[src/rtl/yarp_pkg.sv]
`default_nettype none
// ============================================================================
// Module      : yarp_pkg
// Description : Shared YARP types: ALU op codes plus the sequential mul/div
//               operation and state encodings.
// Revision    : 1.0 - initial release
// ============================================================================
package yarp_pkg;

    typedef enum logic [3:0] {
        ADD  = 4'h0,
        SUB  = 4'h1,
        SLL  = 4'h2,
        SRL  = 4'h3,
        SRA  = 4'h4,
        OR   = 4'h5,
        AND  = 4'h6,
        XOR  = 4'h7,
        SLTU = 4'h8,
        SLT  = 4'h9
    } alu_op_t;

    typedef enum logic [1:0] {
        MUL   = 2'd0,
        MULHU = 2'd1,
        DIVU  = 2'd2,
        REMU  = 2'd3
    } muldiv_op_t;

    typedef enum logic [1:0] {
        IDLE = 2'd0,
        CALC = 2'd1,
        DONE = 2'd2
    } muldiv_state_t;

    localparam int MULDIV_STEPS = 32;

endpackage
`default_nettype wire

[src/rtl/yarp_muldiv_seq.sv]
`default_nettype none
// ============================================================================
// Module      : yarp_muldiv_seq
// Description : 32-step shift-add multiplier / restoring divider that borrows
//               the shared execute ALU. Optional YARP_MULDIV_EARLY_OUT_EN
//               finishes zero-operand cases straight from IDLE.
// Revision    : 1.0 - initial release
// ============================================================================
module yarp_muldiv_seq
    import yarp_pkg::*;
(
    input  logic        clk,
    input  logic        reset_n,
    input  logic        req_valid_i,
    output logic        req_ready_o,
    input  muldiv_op_t  op_i,
    input  logic [31:0] opr_a_i,
    input  logic [31:0] opr_b_i,
    input  logic        flush_i,
    output logic        res_valid_o,
    input  logic        res_ready_i,
    output logic [31:0] res_o,
    output logic        busy_o,
    output logic [31:0] alu_opr_a_o,
    output logic [31:0] alu_opr_b_o,
    output logic [3:0]  alu_op_sel_o,
    input  logic [31:0] alu_res_i
);

    muldiv_state_t r_state, w_next;
    muldiv_op_t    r_op;
    logic [5:0]    r_cnt;
    // r_acc holds hi (mul) or rem (div); r_lo holds lo or q; r_b holds mcand or divisor
    logic [31:0]   r_acc, r_lo, r_b;

    logic          w_accept, w_is_mul, w_in_mul, w_last, w_early;
    logic [31:0]   w_sum, w_sh;
    logic          w_carry, w_take;

    assign w_accept = req_valid_i && req_ready_o;
    assign w_is_mul = (r_op == MUL) || (r_op == MULHU);
    assign w_in_mul = (op_i == MUL) || (op_i == MULHU);
    assign w_last   = (r_cnt == 6'(MULDIV_STEPS - 1));

`ifdef YARP_MULDIV_EARLY_OUT_EN
    assign w_early = w_in_mul ? ((opr_a_i == 32'd0) || (opr_b_i == 32'd0))
                              : (opr_b_i == 32'd0);
`else
    assign w_early = 1'b0;
`endif

    // Multiply step: conditional add with carry recovered from the 32-bit sum
    assign w_sum   = r_lo[0] ? alu_res_i : r_acc;
    assign w_carry = r_lo[0] && (alu_res_i < r_acc);

    // Divide step: the 33-bit partial remainder is {r_acc[31], w_sh}
    assign w_sh    = {r_acc[30:0], r_lo[31]};
    assign w_take  = r_acc[31] || (w_sh >= r_b);

    always_ff @(posedge clk) begin
        if (!reset_n) r_state <= IDLE;
        else          r_state <= w_next;
    end

    always_comb begin
        w_next = r_state;
        case (r_state)
            IDLE:    if (w_accept) w_next = w_early ? DONE : CALC;
            CALC:    if (flush_i) w_next = IDLE;
                     else if (w_last) w_next = DONE;
            DONE:    if (flush_i || res_ready_i) w_next = IDLE;
            default: w_next = IDLE;
        endcase
    end

    always_ff @(posedge clk) begin
        if (!reset_n) begin
            r_op  <= MUL;
            r_cnt <= 6'd0;
            r_acc <= 32'd0;
            r_lo  <= 32'd0;
            r_b   <= 32'd0;
        end else if (w_accept) begin
            r_op  <= op_i;
            r_cnt <= 6'd0;
            r_acc <= 32'd0;
            r_lo  <= w_in_mul ? opr_b_i : opr_a_i;
            r_b   <= w_in_mul ? opr_a_i : opr_b_i;
`ifdef YARP_MULDIV_EARLY_OUT_EN
            if (w_early) begin
                r_acc <= w_in_mul ? 32'd0 : opr_a_i;
                r_lo  <= w_in_mul ? 32'd0 : 32'hFFFF_FFFF;
            end
`endif
        end else if ((r_state == CALC) && !flush_i) begin
            r_cnt <= r_cnt + 6'd1;
            if (w_is_mul) begin
                r_acc <= {w_carry, w_sum[31:1]};
                r_lo  <= {w_sum[0], r_lo[31:1]};
            end else begin
                r_acc <= w_take ? alu_res_i : w_sh;
                r_lo  <= {r_lo[30:0], w_take};
            end
        end
    end

    always_comb begin
        alu_op_sel_o = ADD;
        alu_opr_a_o  = 32'd0;
        alu_opr_b_o  = 32'd0;
        if (r_state == CALC) begin
            alu_op_sel_o = w_is_mul ? ADD : SUB;
            alu_opr_a_o  = w_is_mul ? r_acc : w_sh;
            alu_opr_b_o  = r_b;
        end
    end

    always_comb begin
        res_o = 32'd0;
        if (r_state == DONE) begin
            case (r_op)
                MUL:     res_o = r_lo;
                MULHU:   res_o = r_acc;
                DIVU:    res_o = r_lo;
                default: res_o = r_acc;
            endcase
        end
    end

    assign req_ready_o = (r_state == IDLE);
    assign busy_o      = (r_state != IDLE);
    assign res_valid_o = (r_state == DONE);

endmodule
`default_nettype wire

[config.mk]
export PLATFORM = sky130hd
export DESIGN_NAME = yarp_muldiv_seq
export DESIGN_NICKNAME = d
export VERILOG_FILES = /design/src/rtl/yarp_pkg.sv /design/src/rtl/yarp_muldiv_seq.sv
export SDC_FILE = /design/constraint.sdc
export NUM_CORES = 1
export LEC_CHECK = 0
export CAP_MARGIN = 15
export CORE_ASPECT_RATIO = 0.8
export CORE_UTILIZATION = 48
export DETAILED_ROUTE_END_ITERATION = 10
export PLACE_DENSITY = 0.77
export SYNTH_ARGS = -nofsm -noshare
export SYNTH_HDL_FRONTEND = slang
export SYNTH_SLANG_ARGS = --single-unit
[constraint.sdc]
create_clock -name clk -period 4.3 [get_ports clk]
set_clock_uncertainty 0.15 [all_clocks]
set_input_delay 1.075 -clock clk [delete_from_list [all_inputs] [get_ports clk]]
set_output_delay 1.075 -clock clk [all_outputs]
set_load 0.1 [all_outputs]
**Sequential cells coloured by netlist name**

Bar = 50 µm.
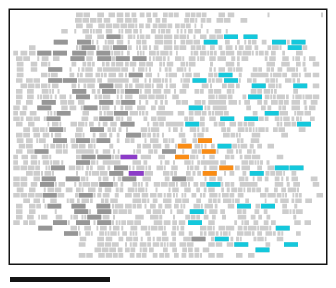
legend:
  purple:
    name_in_the_netlist: r_op
    sequential_cells: 2
  cyan:
    name_in_the_netlist: r_acc
    sequential_cells: 32
  orange:
    name_in_the_netlist: r_cnt
    sequential_cells: 6
not coloured: 66

**Logic cells by family**

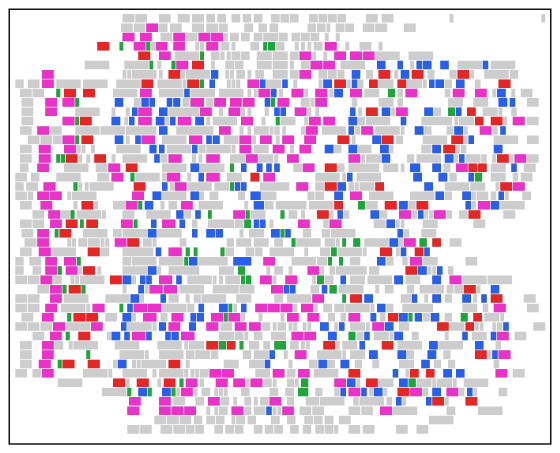
legend:
  red:
    family: AND-OR and OR-AND gates
    cells: 83
    most_used: o211a_1
    where: all over the die
  blue:
    family: inverting AOI/OAI gates
    cells: 200
    most_used: a21oi_1
  green:
    family: NAND gates
    cells: 75
    most_used: nand2_1
  magenta:
    family: multiplexers
    cells: 190
    most_used: mux2i_1
    where: all over the die

**Routed metal, one colour a layer**

Two of the layers only.
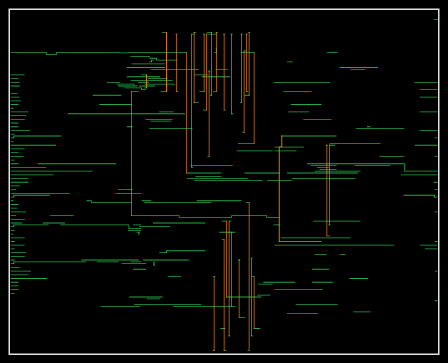
legend:
  orange:
    layer: met4
    wire_length: 918 µm
  green:
    layer: met3
    wire_length: 1880 µm

**Routing congestion**

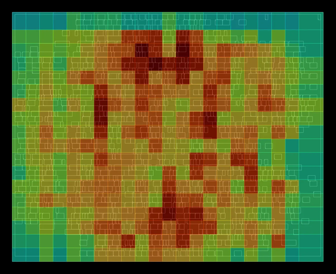
post-DR wirelength/cell: 18.62 µm
grt met1 use: 41.01%
Util after Layout: 59.93%
Global Route met2 Usage: 42.95%
global routing's busiest layer: met2

**Met4 routing**

Bar = 50 µm.
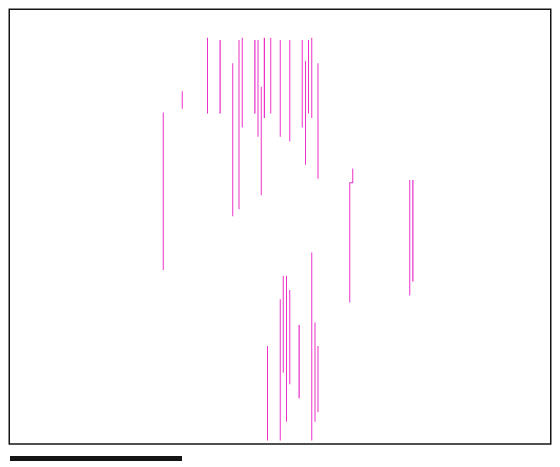
share of all routed wire: 3.2%
longest straight run: 54.4 µm
main direction: vertical
nets with wire on the layer: 30
wire length on this layer: 918 µm

==> flow_summary.yaml <==
# flow metrics
outcome:
  run_status: "complete, no violations"
sta:
  hold_violations: 0
  final-setup-viol-count: 0
  timing.max_slew.rel_slack_pct: 30.03
  rsz0062_at_grt: "false"
  finalWorstPathRequiredPeriod_ns: 3.476
  finalCritPeriodShare_pct: 80.85
  holdWs_ns: 0.3532
  achievable-frequency_ghz: 0.2877
  final.setup.worst_slack_ns: 0.8236
  max_slew.worst_pin.slew_ns: 1.050
  slew_violations: 0
  setup_total_negative_slack_ns: 0
cells_and_area:
  area.share.combinational_pct: 56.15
  nNonClkBuffers: 228
  finish.instance_area_um2: 11340
  clock_tree_area_fraction_pct: 2.693
  syn_to_final_growth_pct: 22.54
  cell_type_taking_the_most_area: "logic gates"
  final_net_count: 1453
  nonClockInverterCount: 65
  n_clock_buffer: 10
  drive_above_1_share_pct: 13.48
  fillCellCount: 1763
  seq-cell-share_pct: 18.77
  top_regs: "r_acc: 32 flops, r_b: 32 flops, r_lo: 32 flops"
  layout.buffer.nonclock.area_share_pct: 17.39
  multi_input_comb_area_um2: 6366
  final_cell_mix: "sky130_fd_sc_hd__mux2i_1, sky130_fd_sc_hd__nor2_1, sky130_fd_sc_hd__buf_4"
  n_sequential_cell: 106
  antenna_cells: 0
  multi_input_gate_count: 876
  stdcell_count: 1549
  layout_top_cell_excl_fill_tap: "sky130_fd_sc_hd__mux2i_1"
  register_area_um2: 2128
clock_network:
  clock_path_buffers: 2
  clock_latency_ns: 0.36
  cts-resized-gates: 0
  clkSlewWorstSetupHoldPaths_ns: 0.08
  cts_tree: "yes"
  cts_inserted_buffers: 9
  cts.root.buffer_cell: "sky130_fd_sc_hd__clkbuf_16"
  cts-htree-levels: 3
  postCtsHoldBufs: 0
  post_cts.repair.setup_buffers: 0
synth:
  ys_warn_count: 0
  synth_top_cell_by_area: "sky130_fd_sc_hd__dfxtp_1"
  synthAoiAreaFrac_pct: 22.18
  syn-mean-instance-area_um2: 7.855
  yosys.area_share.xor_xnor_pct: 0.4733
  yosys.area_share.adder_pct: 8.654
  ys_chip_area_um2: 9253
  mapped_cells: 1178
  synth-async-reset-ratio_pct: 0
  ff_type: "sky130_fd_sc_hd__dfxtp_1"
  yosys-top-cells-count: "sky130_fd_sc_hd__mux2i_1, sky130_fd_sc_hd__nor2_1, sky130_fd_sc_hd__dfxtp_1, sky130_fd_sc_hd__clkbuf_1, sky130_fd_sc_hd__inv_1"
  top_logic_kind: "AND-OR/OR-AND gates"
  yosys.stat.seqShare_pct: 22.93
  top_cells_by_area: "sky130_fd_sc_hd__dfxtp_1, sky130_fd_sc_hd__mux2i_1, sky130_fd_sc_hd__ha_1, sky130_fd_sc_hd__nor2_1, sky130_fd_sc_hd__clkbuf_1"
  enable_flop_cells: 0
  most_instantiated_library_cell_after_synthesis: "sky130_fd_sc_hd__mux2i_1"
  yosys.area.top_type_share_pct: 22.93
  synth.cell_area_um2: 9253
  mux_share_pct: 20.82
  numSynthFlops: 106
  post_synth_num_cell_types: 51
  synthSimpleGateAreaFrac_pct: 16.46
  yosys-stat-cells: 1178
pwr:
  switching_share_pct: 36.40
  power.total_mw: 2.929
  pleak_nw: 4.676
  power_top_consumer: "registers"
  internal_power_mw: 1.862
  combinationalPowerShare_pct: 30.4
  sequentialPower_mw: 1.14
  worst_ir_drop_vdd_uv: 199.5
  pwr.group.clock_uw: 896
  power_switching_mw: 1.066
  pwr.group.combinational_uw: 891
  power_frac_clock_pct: 30.6
  fraction_of_power_consumed_by_sequential_logic_pct: 39.0
  power_density_nw_per_um2: 258.3
detailed_routing:
  route.met3.wl_um: 1878
  detail_route.wirelength_um: 28850
  route.detailed.vias_per_inst: 5.992
  detailed_route_drc_error_count: 0
  m1WireLength_um: 13440
  vias: 9282
  detailroute.wirelength.met2_um: 12610
  drt-initial-drc-count: 959
  first_pass_iters: 5
  topRoutingLayerUsed: "met4"
  drtAntennaViolNets: 0
hold_path:
  whs_endpoint: "r_b[27]$_SDFFE_PN0P_"
  min_delay_path_depth: 1
  timing.hold.worst.start: "r_b[27]$_SDFFE_PN0P_"
  min_delay_worst_type: "register to register"
setup_path:
  slowest_stage: "sky130_fd_sc_hd__nand2b_2"
  critical_path.n_buffers_inverters: 2
  critPathMaxFanout: 37
  crit_path_frequent_cell: "sky130_fd_sc_hd__buf_4"
  critPathRequiredTime_ns: 3.07
  slowest_delay_ns: 0.47
  r2r_end: "r_acc[30]$_SDFFE_PP0P_"
  cp-startpoint: "r_state[0]$_SDFFE_PN0P_"
  critPathCapture: "alu_opr_a_o[1]"
  worstRegToRegCells: 8
  timing.setup.critical_path_class: "register to output port"
  timing.critical_path.cells: "nand2b_2 > buf_4 > nor2_1 > buf_4"
  critPathTopFamily: "buffers and inverters"
  worst-r2r-setup-slack_ns: 1.23
  worst_r2r_startpoint: "r_acc[21]$_SDFFE_PP0P_"
  crit_cells: 4
  end_kind: "output port"
  timing.critical_path.from_type: "register"
  cp.arrival_ns: 2.25
floorplan:
  core_um2: 18920
  n_tap_cell: 258
  floorplan.die.height_um: 126.2
  die_w_um: 157.2
  floorplan.die_area_um2: 19840
  initCoreUtil_pct: 48.91
  core.rowCount: 45
  io_pins: 206
grt:
  overflow: 0
  gr-usage-met3_pct: 4.714
  grt_start_max_net_pins: 66
  grt.total_usage_pct: 28.80
  first_global_vias: 8419
  wire_length_of_the_first_global_routing_pass_um: 45280
placed_design:
  pre_cts_ws_ns: 0.8005
  gp_routability_congestion: 0.8952
  place_inst: 1533
  placed_instance_area_um2: 11030
  io_buffers: 202
  detailed_place_hpwl_um: 20930
run:
  drv.max_cap_violation_count: 0
  warnings: 26
Power figures rest on the tool's default switching activity, not on a simulated workload.
